### config.mk
export PLATFORM = sky130hd
export DESIGN_NAME = stopwatch_ctrl
export DESIGN_NICKNAME = d
export VERILOG_FILES = /design/src/rtl/stopwatch_pkg.sv /design/src/rtl/sw_prescaler.sv /design/src/rtl/stopwatch_ctrl.sv
export SDC_FILE = /design/constraint.sdc
export NUM_CORES = 1
export LEC_CHECK = 0
export CAP_MARGIN = 20
export CORE_ASPECT_RATIO = 1.2
export CORE_MARGIN = 3
export CORE_UTILIZATION = 56
export DETAILED_ROUTE_END_ITERATION = 6
export PLACE_DENSITY_LB_ADDON = 0.3
export SETUP_SLACK_MARGIN = 0.15
export SLEW_MARGIN = 20
export SYNTH_ARGS = -nofsm -noshare
export SYNTH_HDL_FRONTEND = slang
export SYNTH_SLANG_ARGS = --single-unit
### constraint.sdc
create_clock -name clk -period 2.4 [get_ports clk]
set_input_delay 0.36 -clock clk [delete_from_list [all_inputs] [get_ports clk]]
set_output_delay 0.36 -clock clk [all_outputs]
set_load 0.01 [all_outputs]
### src/rtl/stopwatch_pkg.sv
// stopwatch_pkg
// Shared definitions for the stopwatch control slice:
//   - sw_state_e : 3-bit FSM state encoding (IDLE..CLEAR)
//   - calc_div   : clock cycles per counter-chain tick
//   - calc_pw    : prescaler width needed to hold 0..DIV-1
//   - div_ok     : elaboration-time sanity check on the clock/tick ratio
package stopwatch_pkg;

  typedef enum logic [2:0] {
    IDLE  = 3'd0,
    RUN   = 3'd1,
    LAP   = 3'd2,
    PAUSE = 3'd3,
    CLEAR = 3'd4
  } sw_state_e;

  // Number of system clocks per base tick.
  function automatic int calc_div(input int clk_hz, input int tick_hz);
    if (tick_hz <= 0) return 0;
    return clk_hz / tick_hz;
  endfunction

  // Prescaler width; at least 1 bit so a DIV of 2 still has a counter.
  function automatic int calc_pw(input int clk_hz, input int tick_hz);
    int div;
    div = calc_div(clk_hz, tick_hz);
    if (div <= 2) return 1;
    return $clog2(div);
  endfunction

  // The tick period must be a whole number of clocks and at least two
  // clocks long, otherwise the prescaler cannot produce a single-cycle pulse.
  function automatic bit div_ok(input int clk_hz, input int tick_hz);
    if (tick_hz <= 0) return 1'b0;
    if ((clk_hz % tick_hz) != 0) return 1'b0;
    return (clk_hz / tick_hz) >= 2;
  endfunction

endpackage

### src/rtl/sw_prescaler.sv
// sw_prescaler
// Divides the system clock down to the counter-chain base rate.
// Ports:
//   clk  - system clock
//   rst  - asynchronous active-low reset
//   en   - count (stopwatch running)
//   hold - keep the current count (stopwatch paused)
//   zero - force the count back to 0 (idle / clearing)
//   tick - registered one-cycle pulse, issued the cycle after the count
//          sat at DIV-1 while enabled
module sw_prescaler #(
  parameter int DIV = 4,
  parameter int PW  = 2
) (
  input  logic clk,
  input  logic rst,
  input  logic en,
  input  logic hold,
  input  logic zero,
  output logic tick
);

  localparam logic [PW-1:0] LAST = PW'(DIV - 1);

  logic [PW-1:0] count;

  // The count keeps the sub-tick fraction across a pause. The tick is
  // decided from the pre-edge count and enable, so a pause landing exactly
  // on the last count still delivers the tick whose period had elapsed.
  always_ff @(posedge clk or negedge rst) begin
    if (!rst) begin
      count <= '0;
      tick  <= 1'b0;
    end else begin
      tick <= en && (count == LAST);
      if (zero) begin
        count <= '0;
      end else if (en) begin
        count <= (count == LAST) ? '0 : count + 1'b1;
      end else if (!hold) begin
        count <= '0;
      end
    end
  end

endmodule

### src/rtl/stopwatch_ctrl.sv
// stopwatch_ctrl
// Control FSM for the stopwatch counter chain. Turns debounced button
// levels into run / clear / display-hold controls and generates the
// base-rate tick for the least-significant counter.
// Ports:
//   clk       - system clock
//   rst       - asynchronous active-low reset
//   btn_ss    - debounced start/stop level
//   btn_lr    - debounced lap/reset level
//   chain_ovf - one-cycle overflow pulse from the most-significant counter
//   tick      - one-cycle count enable to the LS counter
//   clr       - one-cycle synchronous clear to all counters
//   disp_hold - display latch frozen (lap view)
//   running   - high in RUN or LAP
//   state     - encoded FSM state for debug/LEDs
module stopwatch_ctrl
  import stopwatch_pkg::*;
#(
  parameter int CLK_HZ      = 50_000_000,
  parameter int TICK_HZ     = 100,
  parameter int STOP_ON_OVF = 1
) (
  input  logic       clk,
  input  logic       rst,
  input  logic       btn_ss,
  input  logic       btn_lr,
  input  logic       chain_ovf,
  output logic       tick,
  output logic       clr,
  output logic       disp_hold,
  output logic       running,
  output logic [2:0] state
);

  localparam int DIV = calc_div(CLK_HZ, TICK_HZ);
  localparam int PW  = calc_pw(CLK_HZ, TICK_HZ);

  if (!div_ok(CLK_HZ, TICK_HZ)) begin : g_bad_div
    $error("stopwatch_ctrl: CLK_HZ/TICK_HZ must be an integer >= 2");
  end

  sw_state_e state_q;
  sw_state_e state_d;
  logic      btn_ss_q;
  logic      btn_lr_q;
  logic      ss_e;
  logic      lr_e;
  logic      ovf_stop;
  logic      pre_en;
  logic      pre_hold;
  logic      pre_zero;

  // Button history resets to 1 so a button held through reset release
  // is treated as already pressed and produces no edge.
  always_ff @(posedge clk or negedge rst) begin
    if (!rst) begin
      btn_ss_q <= 1'b1;
      btn_lr_q <= 1'b1;
    end else begin
      btn_ss_q <= btn_ss;
      btn_lr_q <= btn_lr;
    end
  end

  assign ss_e     = btn_ss & ~btn_ss_q;
  assign lr_e     = btn_lr & ~btn_lr_q;
  assign ovf_stop = (STOP_ON_OVF != 0) && chain_ovf;

  // Next-state logic. Start/stop beats lap/reset, and any button edge
  // beats an overflow arriving in the same cycle.
  always_comb begin
    state_d = state_q;
    case (state_q)
      IDLE: begin
        if (ss_e) state_d = RUN;
      end
      RUN: begin
        if (ss_e)          state_d = PAUSE;
        else if (lr_e)     state_d = LAP;
        else if (ovf_stop) state_d = PAUSE;
      end
      LAP: begin
        if (ss_e)          state_d = PAUSE;
        else if (lr_e)     state_d = RUN;
        else if (ovf_stop) state_d = PAUSE;
      end
      PAUSE: begin
        if (ss_e)      state_d = RUN;
        else if (lr_e) state_d = CLEAR;
      end
      CLEAR:   state_d = IDLE;
      default: state_d = IDLE;
    endcase
  end

  // State register plus Moore outputs decoded from the next state, so the
  // registered outputs always line up with the state register.
  always_ff @(posedge clk or negedge rst) begin
    if (!rst) begin
      state_q   <= IDLE;
      clr       <= 1'b0;
      disp_hold <= 1'b0;
      running   <= 1'b0;
    end else begin
      state_q   <= state_d;
      clr       <= (state_d == CLEAR);
      disp_hold <= (state_d == LAP);
      running   <= (state_d == RUN) || (state_d == LAP);
    end
  end

  assign state    = state_q;
  assign pre_en   = (state_q == RUN) || (state_q == LAP);
  assign pre_hold = (state_q == PAUSE);
  assign pre_zero = (state_q == IDLE) || (state_q == CLEAR);

  sw_prescaler #(
    .DIV (DIV),
    .PW  (PW)
  ) u_prescaler (
    .clk  (clk),
    .rst  (rst),
    .en   (pre_en),
    .hold (pre_hold),
    .zero (pre_zero),
    .tick (tick)
  );

endmodule

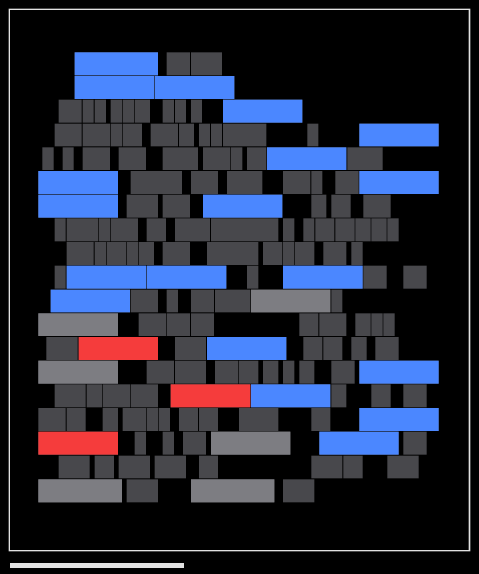
Fig. 1. Sequential cells grouped by signal name (run 1).
Scale bar: 20 um. Other sequential cells in the stronger gray, the rest of the logic in the fainter gray.
color	netlist name	sequential cells
red	state	3
blue	u_prescaler.count	19
not colored	6

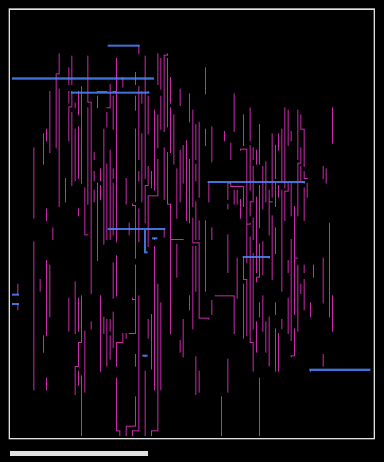
Fig. 2. Wiring by layer (run 1).
Scale bar: 20 um. Only two layers are drawn.
color	layer	wire length
magenta	M2	1420 um
blue	M3	75.2 um

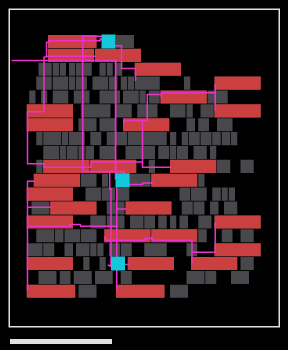
Fig. 3. Clock wires, drivers and flops (run 1).
Scale bar: 20 um.
[cyan] clock-net drivers | count: 3
[red] flip-flops | count: 28
[magenta] clock wires | length: 346 um
flops lie	widely spread

==> Slide: Implementation Results, run 1 <==
Run Summary

Routing
  – DRT iter0 DRCs: 43
  – Routed Wire Length: 2790 um
  – Via count: 1087
  – Final ANT Viol Nets: 0
  – Wire length on met1: 1230 um

Logic synthesis
  – Top cell area share: 44.6%
  – XOR-XNOR Cells, Area Fraction: 7.20%
  – Post-synth top area cell: dfrtp_1
  – Top cells by area: dfrtp_1, xnor2_1, nor2_1
  – Yosys chip area: 1460 um^2
  – Main synth FF type: dfrtp_1
  – Number of enable flip-flop cells: 0
  – Mux frac, synth: 0%
  – Synthesized flop and latch total: 28
  – Avg Cell Area, Syn: 10.4 um^2
  – Cell with the most instances after synthesis: dfrtp_1
  – Asr flop ratio synth: 100%
  – Logic family by area: simple AND/OR/NAND/NOR gates
  – Cell total in the yosys stat output: 140
  – Seq/Total Area, Yosys: 48.2%
  – Yosys Warn Count: 0

CTS
  – TritonCTS clock tree: yes
  – CTS root buf: clkbuf_4
  – Insertion Delay late pin: 0.35 ns
  – Setup bufs post-CTS: 0
  – Post-cts sizing count: 1
  – CTS max path bufs: 2

Floorplanning
  – Die area: 3260 um^2
  – Tap cells: 31
  – Core footprint: 2380 um^2
  – Core Util at FP: 61.4%
  – Die Y-Extent: 61.9 um
  – Width of the die: 52.6 um

Final timing
  – Slew Viols, Final: 0
  – Period utilisation layout: 92.0%
  – RSZ-0062 raised after global routing: no
  – Post-route minimum period: 2.21 ns
  – Worst slew pin tran: 0.461 ns
  – Clock skew: 0.00809 ns

Worst setup path
  – Buffer and inverter count on the worst path: 0
  – Levels on crit path: 5
  – R2R depth: 5
  – CP endpoint kind: flip-flop
  – Dominant delay contributor by cell family on the critical path: simple AND/OR/NAND/NOR gates
  – Reg2Reg Launch Point: u_prescaler.count[14]
  – Crit start category: flip-flop
  – Crit path arrival time: 2.46 ns
  – Worst setup path start: u_prescaler.count[14]
  – Slowest CP cell: or4b_1

Finish
  – Synth-to-layout area growth: 12.5%
  – Most numerous logic cell after layout: dfrtp_1
  – Non-clk bufs: 17
  – Layout cells sized above 1: 15.3%
  – Fraction of area in non-clock buffers: 9.44%
  – Comb/total area: 42.2%
  – Clkbuf count: 4
  – Logic area: 693 um^2
  – #MultiIn Comb: 104
  – Inverters: 4
  – Reg area: 704 um^2
  – Final nets: 164

Power and ir drop
  – Cell internal pwr: 895 uW
  – P_sw: 548 uW
  – Clock group power: 239 uW
  – Share of power burned in registers: 41.1%
  – Power Density: 879 nW/um^2
  – Sw Share: 38.0%
  – Clock share of power: 16.6%
  – Logic gate share of total power: 42.3%
  – Leakage power total: 0.666 nW
  – Pwr Total: 1.44 mW
  – Seq group: 594 uW

Global routing
  – Vias in the first global route: 1045
  – GR Util met2: 33.2%
  – First-pass GRT wire length: 4630 um
  – GRT Total Usage: 19.7%
  – GR peak layer: met2

Flow run
  – Tool warnings: 26

Run status
  – Status: finished, final reports clean

Placed design
  – Placed Area: 1560 um^2
  – Placed Instances: 179
  – Placer congestion estimate: 0.757
  – Hpwl dp: 1880 um
==> run 2, diff against run 1 <==
- SLEW_MARGIN: 20 -> default
==> run 2 against run 1 <==
Design area is the same. Worst setup slack is the same. Sequential share of layout area is the same. Global-route usage is the same. Die area is the same. Total power is the same. Sequential cell count is the same. Sequential power is essentially flat. Count of clock-buffer cells in the layout is the same. Highest routed layer unchanged.
==> Slide: Implementation Results, run 2 <==
Run Summary

Run status
  – Status: finished, final reports clean

Logic synthesis
  – Cell with the most instances after synthesis: dfrtp_1
  – Cell total in the yosys stat output: 140
  – Yosys chip area: 1460 um^2
  – Asr flop ratio synth: 100%
  – Number of enable flip-flop cells: 0
  – Main synth FF type: dfrtp_1
  – Avg Cell Area, Syn: 10.4 um^2
  – Top cell area share: 44.6%
  – Yosys Warn Count: 0
  – Post-synth top area cell: dfrtp_1
  – Seq/Total Area, Yosys: 48.2%
  – XOR-XNOR Cells, Area Fraction: 7.20%
  – Top cells by area: dfrtp_1, xnor2_1, nor2_1
  – Logic family by area: simple AND/OR/NAND/NOR gates
  – Mux frac, synth: 0%

Finish
  – Comb/total area: 42.2%
  – Top class by area: registers
  – Most numerous logic cell after layout: dfrtp_1
  – #MultiIn Comb: 104
  – Logic area: 693 um^2
  – Fraction of area in non-clock buffers: 9.44%
  – Synth-to-layout area growth: 12.5%
  – Layout cells sized above 1: 15.3%
  – Non-clk bufs: 17
  – Final nets: 164
  – Clkbuf count: 4
  – Inverters: 4

CTS
  – Hold_buf cts: 0
  – Post-cts sizing count: 1
  – CTS root buf: clkbuf_4
  – CTS max path bufs: 2
  – TritonCTS clock tree: yes
  – Setup bufs post-CTS: 0
  – Insertion Delay late pin: 0.35 ns

Flow run
  – Tool warnings: 26

Worst setup path
  – Buffer and inverter count on the worst path: 0
  – Reg2Reg Launch Point: u_prescaler.count[14]
  – Dominant delay contributor by cell family on the critical path: simple AND/OR/NAND/NOR gates
  – CP endpoint kind: flip-flop
  – Slowest CP cell: or4b_1
  – Crit start category: flip-flop
  – Crit path arrival time: 2.46 ns
  – R2R depth: 5
  – Worst setup path start: u_prescaler.count[14]

Power and ir drop
  – Power Density: 879 nW/um^2
  – Pwr Total: 1.44 mW
  – Share of power burned in registers: 41.1%
  – Sw Share: 38.0%
  – Clock share of power: 16.6%
  – Seq group: 594 uW
  – Leakage power total: 0.666 nW
  – Clock group power: 239 uW
  – Cell internal pwr: 895 uW
  – Logic gate share of total power: 42.3%

Placed design
  – Placed Instances: 179
  – Placed Area: 1560 um^2
  – Hpwl dp: 1880 um
  – Placer congestion estimate: 0.757

Floorplanning
  – Tap cells: 31
  – Core Util at FP: 61.4%
  – Core footprint: 2380 um^2
  – Die Y-Extent: 61.9 um
  – Die area: 3260 um^2

Final timing
  – Slew Viols, Final: 0
  – Worst slew pin tran: 0.461 ns
  – Post-route minimum period: 2.21 ns

Global routing
  – GR peak layer: met2
  – Vias in the first global route: 1045
  – First-pass GRT wire length: 4630 um
  – GR Util met2: 33.2%

Routing
  – Via count: 1087
  – Wire length on met1: 1230 um
  – Routed Wire Length: 2790 um
  – Final ANT Viol Nets: 0
  – DRT iter0 DRCs: 43
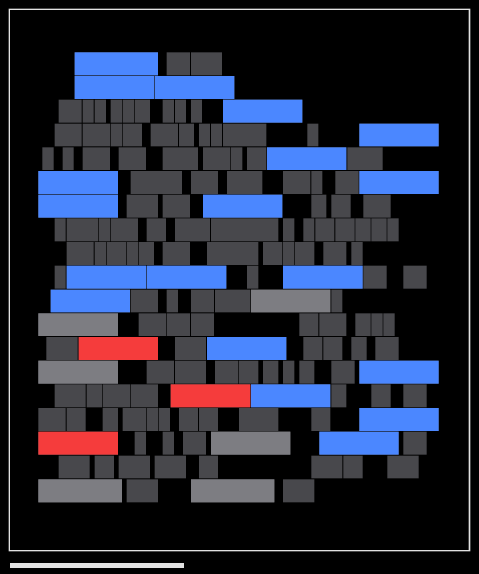
Fig. 4. Sequential cells grouped by signal name (run 2).
Scale bar: 20 um. Other sequential cells in the stronger gray, the rest of the logic in the fainter gray.
color	netlist name	sequential cells
blue	u_prescaler.count	19
red	state	3

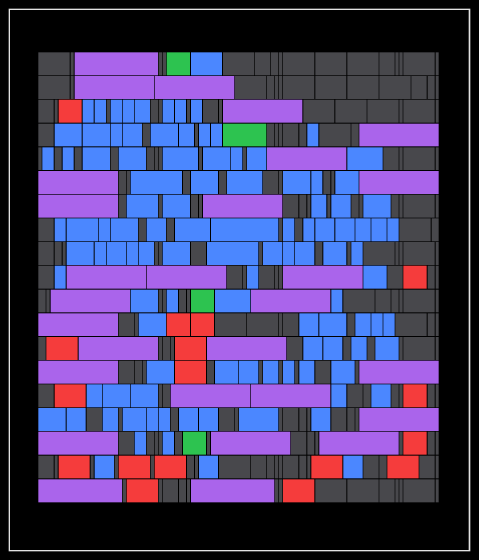
Fig. 5. Cell classes on the final placement (run 2).
Fill, decap, tap and diode cells in gray.
color	class	cells	share of their area
red	remaining buffers and delay cells	17	9.7%
purple	registers	28	44%
blue	remaining logic cells	108	44%
green	clock drivers and dummy loads	4	2.3%

Power and IR drop assume default switching activity.
